<file path="src/rtl/ifetch_unit.sv">
// Instruction-fetch stage: fetches the word at pc over a req/ack memory
// handshake, serves repeat fetches of the same pc from a one-entry buffer,
// stalls the pc register while a fetch is outstanding and reports faults.
module ifetch_unit #(
    parameter int unsigned TIMEOUT   = 16,
    parameter logic [31:0] NOP_INSTR = 32'h00000013
) (
    input  logic        clk,
    input  logic        rst,
    input  logic [31:0] pc,
    input  logic        fetch_en,
    input  logic        flush,
    output logic        imem_req,
    output logic [31:0] imem_addr,
    input  logic        imem_ack,
    input  logic [31:0] imem_rdata,
    input  logic        imem_err,
    output logic [31:0] instr,
    output logic        instr_valid,
    output logic        fetch_stall,
    output logic        fault,
    output logic [1:0]  fault_cause
);

    localparam int unsigned    CNT_W    = $clog2(TIMEOUT);
    localparam logic [CNT_W-1:0] CNT_LAST = CNT_W'(TIMEOUT - 1);

    localparam logic [1:0] CAUSE_NONE    = 2'b00;
    localparam logic [1:0] CAUSE_MISALGN = 2'b01;
    localparam logic [1:0] CAUSE_BUSERR  = 2'b10;
    localparam logic [1:0] CAUSE_TIMEOUT = 2'b11;

    typedef enum logic [1:0] {
        S_IDLE  = 2'b00,
        S_WAIT  = 2'b01,
        S_DRAIN = 2'b10,
        S_FAULT = 2'b11
    } state_t;

    state_t             state;
    logic               buf_valid;
    logic [31:0]        buf_pc;
    logic [31:0]        buf_data;
    logic [CNT_W-1:0]   wait_cnt;
    logic               hit;
    logic               cnt_expired;

    // Buffer hit is only honoured in IDLE so an in-flight fetch is never bypassed.
    assign hit         = fetch_en & buf_valid & (buf_pc == pc) & (state == S_IDLE) & ~flush;
    assign instr_valid = hit;
    assign instr       = buf_data;
    assign fetch_stall = fetch_en & ~hit;
    assign cnt_expired = (wait_cnt == CNT_LAST);

    // Fetch FSM: request issue, response capture, flush drain and fault tracking.
    always_ff @(posedge clk or posedge rst) begin
        if (rst) begin
            state       <= S_IDLE;
            imem_req    <= 1'b0;
            imem_addr   <= 32'h0;
            buf_valid   <= 1'b0;
            buf_pc      <= 32'h0;
            buf_data    <= NOP_INSTR;
            fault       <= 1'b0;
            fault_cause <= CAUSE_NONE;
            wait_cnt    <= '0;
        end else begin
            case (state)
                S_IDLE: begin
                    if (flush) begin
                        buf_valid <= 1'b0;
                    end else if (fetch_en && !hit) begin
                        if (pc[1:0] != 2'b00) begin
                            fault       <= 1'b1;
                            fault_cause <= CAUSE_MISALGN;
                            state       <= S_FAULT;
                        end else begin
                            imem_req  <= 1'b1;
                            imem_addr <= pc;
                            wait_cnt  <= '0;
                            state     <= S_WAIT;
                        end
                    end
                end

                S_WAIT: begin
                    if (flush && imem_ack) begin
                        // Response arrived with the flush: drop it and finish at once.
                        imem_req  <= 1'b0;
                        buf_valid <= 1'b0;
                        state     <= S_IDLE;
                    end else if (flush) begin
                        // Request cannot be withdrawn; keep it up until the ack drains.
                        buf_valid <= 1'b0;
                        wait_cnt  <= wait_cnt + CNT_W'(1);
                        state     <= S_DRAIN;
                    end else if (imem_ack && !imem_err) begin
                        buf_pc    <= imem_addr;
                        buf_data  <= imem_rdata;
                        buf_valid <= 1'b1;
                        imem_req  <= 1'b0;
                        state     <= S_IDLE;
                    end else if (imem_ack) begin
                        imem_req    <= 1'b0;
                        fault       <= 1'b1;
                        fault_cause <= CAUSE_BUSERR;
                        state       <= S_FAULT;
                    end else if (cnt_expired) begin
                        imem_req    <= 1'b0;
                        fault       <= 1'b1;
                        fault_cause <= CAUSE_TIMEOUT;
                        state       <= S_FAULT;
                    end else begin
                        wait_cnt <= wait_cnt + CNT_W'(1);
                    end
                end

                S_DRAIN: begin
                    if (imem_ack || cnt_expired) begin
                        imem_req <= 1'b0;
                        state    <= S_IDLE;
                    end else begin
                        wait_cnt <= wait_cnt + CNT_W'(1);
                    end
                end

                S_FAULT: begin
                    if (flush) begin
                        fault       <= 1'b0;
                        fault_cause <= CAUSE_NONE;
                        buf_valid   <= 1'b0;
                        state       <= S_IDLE;
                    end
                end

                default: begin
                    state <= S_IDLE;
                end
            endcase
        end
    end

endmodule

</file>
<file path="config.mk">
export PLATFORM = sky130hd
export DESIGN_NAME = ifetch_unit
export DESIGN_NICKNAME = d
export VERILOG_FILES = /design/src/rtl/ifetch_unit.sv
export SDC_FILE = /design/constraint.sdc
export NUM_CORES = 1
export LEC_CHECK = 0
export CAP_MARGIN = 40
export CORE_MARGIN = 4
export CORE_UTILIZATION = 48
export CTS_BUF_LIST = sky130_fd_sc_hd__clkbuf_8 sky130_fd_sc_hd__clkbuf_16
export DETAILED_ROUTE_END_ITERATION = 16
export PLACE_DENSITY = 0.85
export SLEW_MARGIN = 20
export SYNTH_ARGS = -nofsm -noshare
export SYNTH_HDL_FRONTEND = slang
export SYNTH_SLANG_ARGS = --single-unit
</file>
<file path="constraint.sdc">
create_clock -name clk -period 4.9 [get_ports clk]
set_input_delay 0.98 -clock clk [delete_from_list [all_inputs] [get_ports clk]]
set_output_delay 0.98 -clock clk [all_outputs]
set_load 0.02 [all_outputs]
</file>
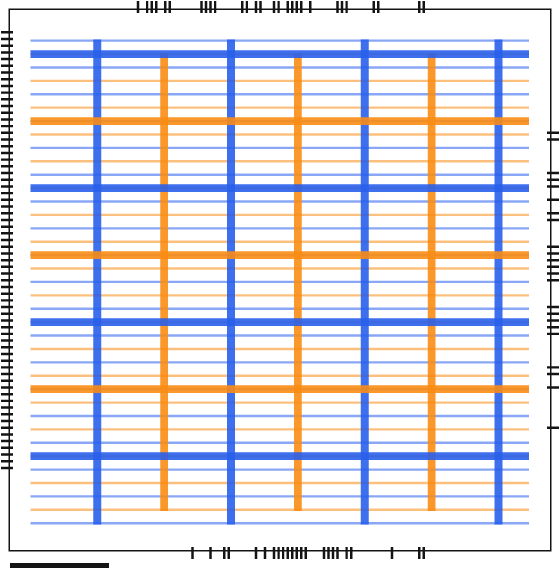
pdn.png
Bar = 20 µm. Pins as bars on the die edge.
[blue] VSS
[orange] VDD
signal pins: 140
met5 straps: 7
Die Y: 109.6 µm
core area: 0.009910 mm²
VDD IR-drop max: 340.7 µV
Die X: 109.6 µm

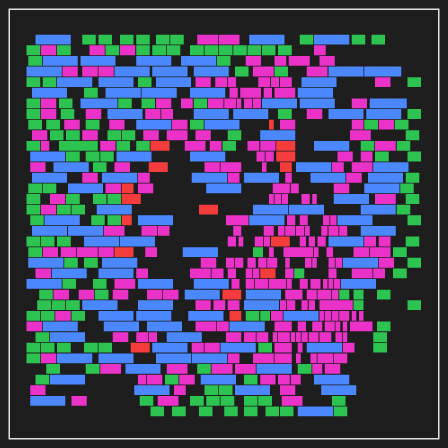
cell_classes.png
[red] clock drivers and dummy loads | cells: 16 | share of their area: 2.9%
[blue] flip-flops | cells: 107 | share of their area: 41%
[magenta] all other logic | cells: 240 | share of their area: 34%
[green] other buffers and delay cells | cells: 146 | share of their area: 22%

==> results.json <==
{
  "finalWorstPathRequiredPeriod_ns": 4.596,
  "crit_path_max_fanout": 3,
  "final_cell_mix": "clkdlybuf4s50_1 (139), dfrtp_1 (104), mux2_2 (68), xor2_1 (32), mux2_4 (28)",
  "seq_power_share": 0.390,
  "setup_viol": 0,
  "first_iter_violations": 131,
  "netlist_top_cells_count": "dfrtp_1 (104), mux2_2 (68), xor2_1 (32), mux2_4 (28), nor4_1 (14)",
  "synth_warnings": 0,
  "outcome": "finished, final reports clean",
  "drc": 0,
  "antenna_cells": 0,
  "required_ns": 3.92,
  "drive_above_1_share": 0.2515,
  "cts_tree": "built",
  "synthArstFlopShare": 1.000,
  "syn_area_mm2": 0.004954,
  "grt-busiest-layer": "met2",
  "final_cells": 642,
  "top_cell_area_share": 0.5254,
  "synthCells": 360,
  "path_buffers": 3,
  "p_leak_nw": 2.969,
  "post-place-ws_ns": 0.3227,
  "yosysTopAreaCell": "dfrtp_1",
  "overflow": 0,
  "grt_max_degree": 55,
  "grtUsageTotal": 0.2085,
  "grtUsageMet2": 0.3452,
  "hp-class": "register to register",
  "drt-met1-wl_um": 4839
}
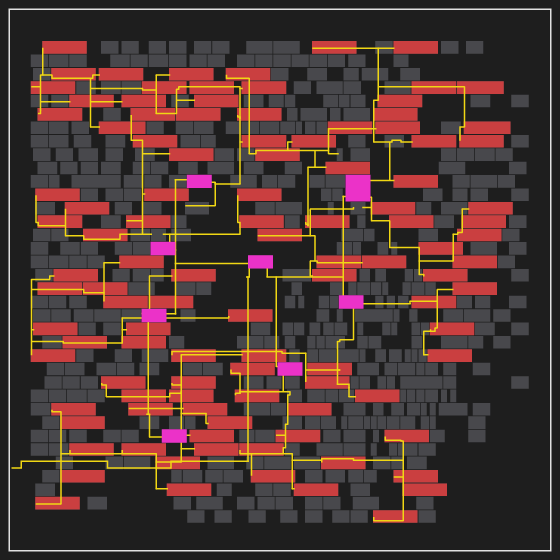
clock_map.png
[red] flip-flops | count: 107
[magenta] cells driving clock nets | count: 9
[yellow] clock wires | length: 1220 µm
flops lie: spread over the die
routed clock nets: 10
clock share of power: 0.126
skew final: 0.01395 ns
clk_lat worst skew: 0.36 ns

[worst reg2reg max path, stage by stage, from the launching register on]
cell and delay, ns:
dfrtp_1 0.45, inv_1 0.14, ha_1 0.44, nand4b_4 0.17
nor4_1 0.36, nand4_1 0.23, nor3_4 0.39, nor4_4 0.07
buf_4 0.26, mux2_4 0.34
[path summary, 6_finish.rpt]
path	to
setup / recovery	fetch_stall
hold / removal	instr[15]
setup reg to reg	imem_addr[20]
hold reg to reg	instr[15]
max in group asynchronous	buf_pc[15]
min in group asynchronous	instr[11]
[metrics by stage]
stage	instance area, µm²	hold slack (ns)
5_1_grt	6699	0.5367
2_1_floorplan	4954	0.4664
4_1_cts	6699	0.5184
6_report	6699	0.5159
3_3_place_gp	6485	0.4884
3_5_place_dp	6513	0.4948
[power by group through the flow]
stage	clock, mW	combinational, mW	sequential (mW)
final	0.513	1.97	1.58
after global routing	0.567	2.11	1.64
after CTS	0.530	1.98	1.59
after detailed placement	0	1.97	1.60
after global placement	0	1.92	1.57
after floorplan	0	0.855	1.86
[registers in the layout, indices dropped and copies added, names as in the netlist]
| name | count |
|---|---|
| buf_pc | 32 |
| imem_req | 1 |
| instr | 32 |
| fault_cause | 2 |
| fault | 1 |
| buf_valid | 1 |
| imem_addr | 32 |
| state | 2 |
| wait_cnt | 4 |
[cells by family (layout without fill, tap and decap cells)]
group           after synthesis  count (layout)  share of synthesized area
compound gates               37              37                    0.04824
xor+xnor                     32              32                    0.05658
fa+ha+maj                     6               6                    0.01515
buf+inv                      23             172                    0.02374
flops                       107             107                     0.5413
mux                          98              98                     0.2435
simple gates                 57              57                    0.07148
[final cells by class]
class,instances,area share
flip-flops and latches,107,0.4003
clock buffers,10,0.02055
inverters,10,0.005977
well taps,133,0.02484
multi-input cells,230,0.3226
repair buffers,146,0.2185
clock inverters,6,0.007284
Power figures rest on the tool's default switching activity, not on a simulated workload.
